Design reporte_ciclos, sky130hd; sources not shown.
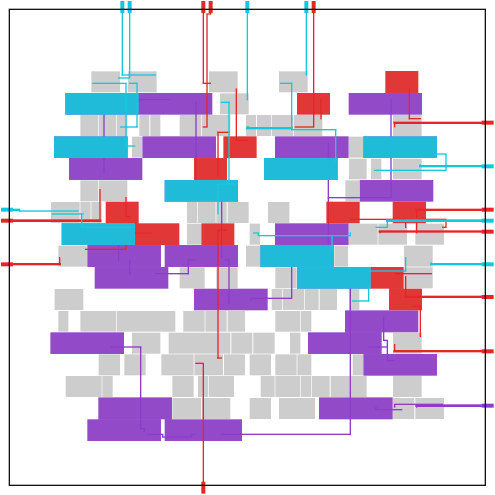
**Above:** wires at chosen ports, followed through buffers.
Scale: 8 px per µm.
- `o_tx_data`: cyan (bits 8; direction output; edge 4 top, 3 right, 1 left; end cells 8; wire 187 µm)
- `i_reset`: purple (bits 1; direction input; edge right; end cells 27; wire 185 µm)
- `i_cuenta`: red (bits 11; direction input; edge 5 right, 3 top, 2 left, 1 bottom; end cells 11; wire 213 µm)
I/O pin count: 26
I/O Buffers: 25

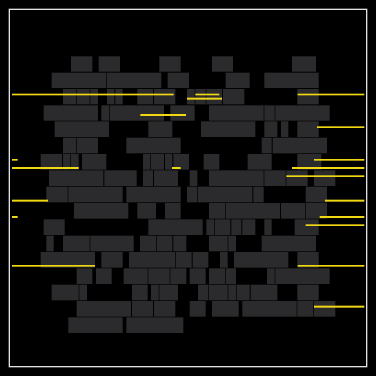
**Above:** M3 wires.
Scale: 6 px per µm. Cells faint in the background.
- main direction: horizontal
- wire length on this layer: 169 µm
- share of all routed wire: 7.8%
- longest straight run: 26.7 µm
- nets with wire on the layer: 19
Post-Route WL: 2170 µm
Vias: 810
met3 usage: 4.793%

==> impl_metrics.env <==
# source this file to load flow results
export IMPL_ys_top_cells_by_count="dfrtp_1 (26), inv_1 (14), mux2_2 (11)"
export IMPL_core_um2=2276
export IMPL_clockRootBuffer="clkbuf_4"
export IMPL_endpoint_kind="register"
export IMPL_powerComb_mw=0.859
export IMPL_syn_inst=95
export IMPL_met1Wirelength_um=947
export IMPL_drt_antenna_violating_nets=0
export IMPL_period_minus_slack_ns=2.275
export IMPL_viasPerCell=5.127
export IMPL_antenna_found_initial=0
export IMPL_numCtsBuffers=3
export IMPL_most_common_cell="dfrtp_1"
export IMPL_rsz0062_at_grt="no"
export IMPL_switching_share_pct=34.53
export IMPL_synth_cell_types=28
export IMPL_internal_power_mw=1.181
export IMPL_wl_met2_um=1041
export IMPL_drc=0
export IMPL_start_kind="primary input"
export IMPL_ys_ff=27
export IMPL_clk_pin_slew_ns=0.16
export IMPL_leakagePower_nw=0.6941
export IMPL_synth_seq_share_pct=57.98
export IMPL_drv_cap=0
export IMPL_powerSeq_mw=0.748
export IMPL_pre_cts_ws_ns=-0.1259
export IMPL_ir_worst_vdd_uv=882.8
export IMPL_initialDrtViolationCount=9
export IMPL_p_switching_mw=0.6228
export IMPL_routabilityCongestion=0.7430
export IMPL_grt_busiest_layer="met2"
export IMPL_netlist_area_leader_share_pct=55.73
export IMPL_path_cells="clkdlybuf4s50_1 -> inv_1 -> nor4_4 -> buf_4 -> mux2_2 -> o211ai_1 -> o21ai_0"
export IMPL_hpwlAfterDp_um=1553
export IMPL_slew_headroom_pct=78.06
export IMPL_lay_top_cells="dfrtp_1 (26), clkdlybuf4s50_1 (25), inv_1 (14)"
export IMPL_syn_nets=114
export IMPL_p_seq_share_pct=41.5
export IMPL_cts_resized=0
export IMPL_cts_max_path_buffers=2
export IMPL_comb_power_share_pct=47.6
export IMPL_dieArea_um2=3518
export IMPL_timing_final_ws_setup_ns=0.2253
export IMPL_hold_viol_final=0
export IMPL_slowest_stage="clkdlybuf4s50_1"
export IMPL_largest_area_cell="dfrtp_1"
export IMPL_synth_chip_area_um2=1167
export IMPL_yosysWarnings=0
export IMPL_placementRows=17
export IMPL_tool_warnings=28
export IMPL_avgSynthCellArea_um2=12.29
export IMPL_wire_per_inst_um=13.73
export IMPL_die_h_um=59.32
export IMPL_largest_reg_flops=11
export IMPL_clk_latency_ns=0.33
export IMPL_cts_tree="built"
export IMPL_powerClk_mw=0.197
export IMPL_ff_type="dfrtp_1"
export IMPL_slew_violations=0
export IMPL_h_tree_depth=1
export IMPL_clockPowerShare_pct=10.9
export IMPL_lay_top_count="dfrtp_1"
export IMPL_grt_start_max_net_pins=28
export IMPL_slowest_delay_ns=0.50
export IMPL_antenna_cells=0
export IMPL_worstMarginPinSlew_ns=0.3291
export IMPL_critPathRequiredTime_ns=2.63
export IMPL_dr_wl_met3_um=168
export IMPL_hold_path_depth=1
export IMPL_met1_usage_pct=17.58
export IMPL_globalRoute_totalOverflow=0
export IMPL_grt_pass1_wl_um=3629
export IMPL_syn_area_um2=1167
export IMPL_arrival_ns=2.41
export IMPL_fin_util_pct=67.67
export IMPL_grt_pass1_vias=835
export IMPL_firstDrtPassIters=4
export IMPL_synth_edff_count=0
export IMPL_status="complete, no violations"
cell families after synthesis:
logic type	after synthesis	synth area share (%)
AND/OR/NAND/NOR	14	8.039
flip-flops	27	57.99
multiplexers	12	11.90
buffers and inverters	17	6.431
adder cells (fa/ha/maj)	4	4.287
AND-OR/OR-AND	21	11.36
worst max-delay path: cells and delay by family:
family	cells	cell delay, ns
AND/OR/NAND/NOR	1	0.22
AND-OR/OR-AND	2	0.26
buffers and inverters	3	0.82
multiplexers	1	0.36
final cells by class:
cell class | count | area [µm²]
tap | 28 | 35.03
multi-input combinational | 51 | 415.4
sequential | 27 | 676.9
clock buffer | 3 | 22.52
fill | 177 | 735.7
clock inverter | 1 | 7.507
timing repair buffer | 34 | 330.3
inverter | 14 | 52.55
